$ cat config.mk
export PLATFORM = sky130hd
export DESIGN_NAME = disp7seg_ctrl
export DESIGN_NICKNAME = d
export VERILOG_FILES = /design/src/rtl/disp7seg_ctrl.sv
export SDC_FILE = /design/constraint.sdc
export NUM_CORES = 1
export LEC_CHECK = 0
export CORE_MARGIN = 2
export CORE_UTILIZATION = 54
export DETAILED_ROUTE_END_ITERATION = 6
export PLACE_DENSITY = 0.85
export SYNTH_ARGS = -nofsm -noshare
export SYNTH_HDL_FRONTEND = slang
export SYNTH_SLANG_ARGS = --single-unit
$ cat constraint.sdc
create_clock -name clockscan -period 6.2 [get_ports clockscan]
set_clock_uncertainty 0.2 [all_clocks]
set_input_delay 1.24 -clock clockscan [delete_from_list [all_inputs] [get_ports clockscan]]
set_output_delay 1.24 -clock clockscan [all_outputs]
set_load 0.1 [all_outputs]
$ cat src/rtl/disp7seg_ctrl.sv
// ---------------------------------------------------------------------------
// disp7seg_ctrl
//
// Sequencer and shared write-port arbiter for the 8-digit multiplexed
// seven-segment display scanner.
//   * Prescaler: divides clockscan into a single-cycle scan-advance strobe
//     (clkenable), one pulse every SCAN_DIV cycles.
//   * Register bank: 8 entries of {4-bit nibble, decimal-point bit}. It
//     drives the scanner's d7..d0 / dp7..dp0 inputs.
//   * Arbiter: two requesters share the bank write port. A three-state FSM
//     (IDLE / ACK0 / ACK1) grants them in round-robin order with a
//     req/ack handshake.
//
// Optional feature macro: DISP_BLINK_EN
//   When it is defined, a blink phase bit toggles every BLINK_DIV clkenable
//   pulses. While the phase is 1, dps[i] is forced to 0 wherever
//   blink[i] = 1. The stored dp bits are never modified.
//   When it is undefined, dps shows the stored dp bits and blink is ignored.
//
// Parameters
//   SCAN_DIV  : clockscan cycles per clkenable pulse (>= 2)
//   BLINK_DIV : clkenable pulses per blink half-period (DISP_BLINK_EN only)
//
// Ports
//   clockscan     in   1   system clock
//   areset        in   1   asynchronous reset, active high
//   req0 / req1   in   1   write request from requester 0 / 1
//   addr0 / addr1 in   3   target digit index (0 = d0 .. 7 = d7)
//   data0 / data1 in   4   hex nibble to store
//   dpin0 / dpin1 in   1   decimal-point bit to store (1 = lit)
//   blink         in   8   per-digit dp blink mask
//   ack0 / ack1   out  1   one-cycle write-complete strobe
//   clkenable     out  1   scan-advance strobe to the scanner
//   digits        out  32  packed nibbles; [4i+3:4i] = digit i
//   dps           out  8   decimal points; bit i = digit i
// ---------------------------------------------------------------------------
module disp7seg_ctrl #(
    parameter int SCAN_DIV  = 50000,
    parameter int BLINK_DIV = 256
) (
    input  logic        clockscan,
    input  logic        areset,
    input  logic        req0,
    input  logic        req1,
    input  logic [2:0]  addr0,
    input  logic [2:0]  addr1,
    input  logic [3:0]  data0,
    input  logic [3:0]  data1,
    input  logic        dpin0,
    input  logic        dpin1,
    input  logic [7:0]  blink,
    output logic        ack0,
    output logic        ack1,
    output logic        clkenable,
    output logic [31:0] digits,
    output logic [7:0]  dps
);

    // -----------------------------------------------------------------------
    // Constants
    // -----------------------------------------------------------------------
    localparam int CNT_W = (SCAN_DIV > 1) ? $clog2(SCAN_DIV) : 1;
    localparam logic [CNT_W-1:0] SCAN_LAST = CNT_W'(SCAN_DIV - 1);
    localparam logic [CNT_W-1:0] SCAN_PRE  = CNT_W'(SCAN_DIV - 2);
    localparam logic [CNT_W-1:0] CNT_ONE   = CNT_W'(1);

    // Arbiter FSM encoding. The value 2'b11 is unused and recovers to IDLE.
    localparam logic [1:0] ST_IDLE = 2'b00;
    localparam logic [1:0] ST_ACK0 = 2'b01;
    localparam logic [1:0] ST_ACK1 = 2'b10;

    // -----------------------------------------------------------------------
    // Declarations
    // -----------------------------------------------------------------------
    logic [CNT_W-1:0] scan_cnt_r;
    logic             clkenable_r;

    logic [1:0]       state_r;
    logic [1:0]       state_nxt_s;
    logic             last_r;      // last-grant pointer: 0 = req0, 1 = req1
    logic             grant0_s;
    logic             grant1_s;
    logic             ack0_r;
    logic             ack1_r;

    logic             wr_en_s;
    logic [2:0]       wr_addr_s;
    logic [3:0]       wr_data_s;
    logic             wr_dp_s;

    logic [31:0]      digits_r;
    logic [7:0]       dp_r;

    // -----------------------------------------------------------------------
    // Prescaler
    // -----------------------------------------------------------------------
    // The strobe is registered: it is raised on the edge where the counter
    // steps to SCAN_LAST, so it is high exactly while the counter holds that
    // value. The output therefore has no combinational decode glitches.
    // Prescaler counter and registered scan strobe.
    always_ff @(posedge clockscan or posedge areset) begin
        if (areset) begin
            scan_cnt_r  <= '0;
            clkenable_r <= 1'b0;
        end else if (scan_cnt_r == SCAN_LAST) begin
            scan_cnt_r  <= '0;
            clkenable_r <= 1'b0;
        end else begin
            scan_cnt_r  <= scan_cnt_r + CNT_ONE;
            clkenable_r <= (scan_cnt_r == SCAN_PRE);
        end
    end

    assign clkenable = clkenable_r;

    // -----------------------------------------------------------------------
    // Arbiter
    // -----------------------------------------------------------------------
    // Grants are only decided in IDLE. On a tie, the requester that does not
    // hold the last-grant pointer wins. This makes sustained contention
    // alternate between the two requesters.
    // Grant decision and next-state logic.
    always_comb begin
        grant0_s    = 1'b0;
        grant1_s    = 1'b0;
        state_nxt_s = ST_IDLE;
        case (state_r)
            ST_IDLE: begin
                if (req0 && req1) begin
                    if (last_r) begin
                        grant0_s = 1'b1;
                    end else begin
                        grant1_s = 1'b1;
                    end
                end else if (req0) begin
                    grant0_s = 1'b1;
                end else if (req1) begin
                    grant1_s = 1'b1;
                end else begin
                    grant0_s = 1'b0;
                    grant1_s = 1'b0;
                end

                if (grant0_s) begin
                    state_nxt_s = ST_ACK0;
                end else if (grant1_s) begin
                    state_nxt_s = ST_ACK1;
                end else begin
                    state_nxt_s = ST_IDLE;
                end
            end
            ST_ACK0: state_nxt_s = ST_IDLE;
            ST_ACK1: state_nxt_s = ST_IDLE;
            default: state_nxt_s = ST_IDLE;
        endcase
    end

    // Write-port multiplexer: selects the granted requester's payload.
    always_comb begin
        wr_en_s = grant0_s | grant1_s;
        if (grant1_s) begin
            wr_addr_s = addr1;
            wr_data_s = data1;
            wr_dp_s   = dpin1;
        end else begin
            wr_addr_s = addr0;
            wr_data_s = data0;
            wr_dp_s   = dpin0;
        end
    end

    // FSM state, last-grant pointer and registered ack strobes.
    always_ff @(posedge clockscan or posedge areset) begin
        if (areset) begin
            state_r <= ST_IDLE;
            last_r  <= 1'b1;    // requester 0 wins the first tie
            ack0_r  <= 1'b0;
            ack1_r  <= 1'b0;
        end else begin
            state_r <= state_nxt_s;
            ack0_r  <= grant0_s;
            ack1_r  <= grant1_s;
            if (grant0_s) begin
                last_r <= 1'b0;
            end else if (grant1_s) begin
                last_r <= 1'b1;
            end else begin
                last_r <= last_r;
            end
        end
    end

    assign ack0 = ack0_r;
    assign ack1 = ack1_r;

    // -----------------------------------------------------------------------
    // Register bank
    // -----------------------------------------------------------------------
    // The bank is written on the same edge as the grant, so ack and the new
    // contents appear together. Entries other than the granted address keep
    // their values.
    // Digit / decimal-point register bank.
    always_ff @(posedge clockscan or posedge areset) begin
        if (areset) begin
            digits_r <= 32'h0000_0000;
            dp_r     <= 8'h00;
        end else if (wr_en_s) begin
            digits_r[{wr_addr_s, 2'b00} +: 4] <= wr_data_s;
            dp_r[wr_addr_s]                   <= wr_dp_s;
        end else begin
            digits_r <= digits_r;
            dp_r     <= dp_r;
        end
    end

    assign digits = digits_r;

    // -----------------------------------------------------------------------
    // Decimal-point output (optional blink)
    // -----------------------------------------------------------------------
`ifdef DISP_BLINK_EN
    localparam int BLINK_W = (BLINK_DIV > 1) ? $clog2(BLINK_DIV) : 1;
    localparam logic [BLINK_W-1:0] BLINK_LAST = BLINK_W'(BLINK_DIV - 1);
    localparam logic [BLINK_W-1:0] BLINK_ONE  = BLINK_W'(1);

    logic [BLINK_W-1:0] blink_cnt_r;
    logic               blink_phase_r;

    // Blink phase: flips after every BLINK_DIV scan strobes.
    always_ff @(posedge clockscan or posedge areset) begin
        if (areset) begin
            blink_cnt_r   <= '0;
            blink_phase_r <= 1'b0;
        end else if (clkenable_r) begin
            if (blink_cnt_r == BLINK_LAST) begin
                blink_cnt_r   <= '0;
                blink_phase_r <= ~blink_phase_r;
            end else begin
                blink_cnt_r   <= blink_cnt_r + BLINK_ONE;
                blink_phase_r <= blink_phase_r;
            end
        end else begin
            blink_cnt_r   <= blink_cnt_r;
            blink_phase_r <= blink_phase_r;
        end
    end

    // Masking happens only on the way out; the stored dp bits stay intact.
    assign dps = dp_r & ~(blink & {8{blink_phase_r}});
`else
    // blink and BLINK_DIV have no function in this build. They are reduced
    // into a sink signal that is never read.
    logic unused_blink_s;
    assign unused_blink_s = ^{blink, (BLINK_DIV > 0)};

    assign dps = dp_r;
`endif

endmodule

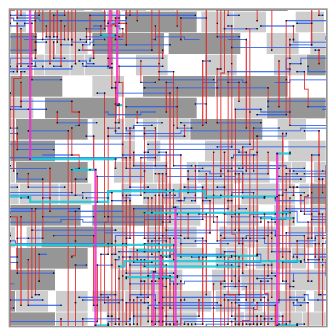
(images/detail.png)
Window x 20 to 60, y 20 to 60 um. Cells in grey, sequential cells in the stronger grey; small squares are vias.
Key: metal 2 = red; metal 4 = magenta; metal 1 = blue; metal 3 = cyan
Sequential cells in the window: 20. 119 logic cells have their middle in the window. Netlist names of flops here include digits (15), scan_cnt_r (4). Most frequent: dfrtp_1 (20), mux2_2 (15), nand2_1 (11).

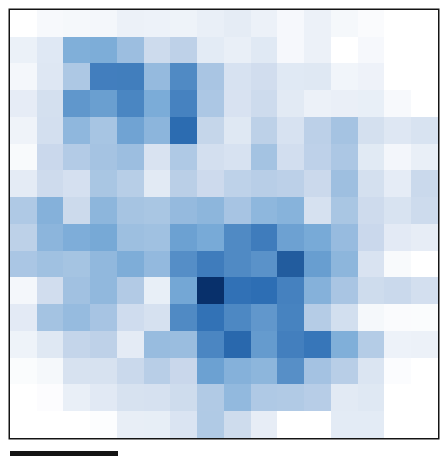
(images/metal_density.png)
Bar = 20 um. 16 x 16 tiles, from white (low) to dark blue (high), scaled to the fullest tile. Values are wire area over tile area, all layers added.
The mean over all tiles is 0.18. 9.4% of the tiles are nearly empty. The fullest tile reaches 0.67. 15% of the tiles are over half the peak. The emptiest ninth of the die: top right.

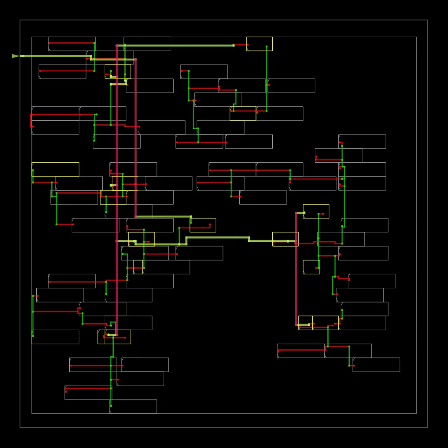
(images/clocks.png)
clock latency at the later pin of the worst-skew pair: 0.34 ns
total clock sinks: 61
cts bufs inserted: 9
tally of clock buffers in the finished layout: 12

==> Slide: Implementation Results <==
Key Metrics from the Run

Clock network
  – # H-tree levels: 3
  – Clock tree from TritonCTS: yes
  – Maximum root-to-sink buffer count: 2
  – Root Buffer: clkbuf_8

Logic synthesis
  – Post-synthesis cell area: between 0.003 and 0.004 mm^2
  – Area share of and/or/nand/nor cells after synthesis: 0.164
  – Number of nets produced by synthesis: approximately 300
  – Most common cell in the synthesized netlist: dfrtp_1
  – Cells after Synth: 271
  – Commonest flop: dfrtp_1
  – Sequential element share of the synthesized area: 0.497
  – Fraction of registers with async set or reset after synthesis: 1.00
  – Number of enable flip-flop cells: 0
  – Leading post-synthesis cells by instance count: dfrtp_1, mux2_2, nand2_1, nand3_1, nor2_1

Route
  – Wire per inst: between 15 and 20 um
  – Count of routing violations after the opening detailed-route iteration: 157
  – Remaining DRCs: 0
  – Wire length on met2: 3380 um
  – Initial DRT Pass Iterations: 4
  – DR top layer: met4

Final layout
  – Most numerous logic cell after layout: clkdlybuf4s50_1
  – Relative area change from synthesis to final layout: 26.9%
  – Layout filler cell count: 389

STA
  – Slew at the pin with the worst max-slew slack: about 0.99 ns
  – Unrepaired setup endpoints after global routing: false
  – Highest Clock Rate: between 200 and 250 MHz

Run
  – Max_cap viols: 0
  – OpenROAD warning count: 35

Place
  – Place WS: roughly 1.1 ns
  – Cell total after placement: 395
  – Detail Placement HPWL: approximately 5100 um

Setup path
  – Worst path arrival time: slightly below 5 ns
  – Critical Path Source Type: input port
  – Critical path capture point type: flop
  – Register-to-Register Setup Slack: 2.37 ns
  – Worst Path Class, Setup: input port to flop

Global routing
  – Global routing's busiest layer: met2
  – Total Routing Usage GR: 0.239
  – Number of antenna violations at the first check in global routing: 0
  – First-pass GRT wire length: ~11,000 um
  – Grt ovf: 0

Status
  – Run status: complete, no violations

Floorplanning
  – Floorplan row count: 27
  – IO Pins: around 71
[critical path, stage by stage]
cell and delay (ns):
clkdlybuf4s50_1 0.53, nor3b_4 0.58, nand3_1 0.39, and2_1 0.25, ha_1 0.21, ha_1 0.54
inv_1 0.23, a211oi_2 0.48, mux2_2 0.39
[cell type report]
type | instances | area [um^2] | share of cell area
timing repair buffer | 63 | 628 | 0.161
inverter | 8 | 30.0 | 0.00770
clock buffer | 12 | 155 | 0.0398
sequential | 61 | 1530 | 0.392
tap | 72 | 90.1 | 0.0231
clock inverter | 3 | 21.3 | 0.00545
multi-input combinational | 191 | 1450 | 0.371
[registers in the layout, indices dropped and copies added, names as in the netlist]
| register | cells |
|---|---|
| clkenable | 1 |
| dps | 8 |
| state_r | 2 |
| scan_cnt_r | 16 |
| ack1 | 1 |
| digits | 32 |
| last_r | 1 |
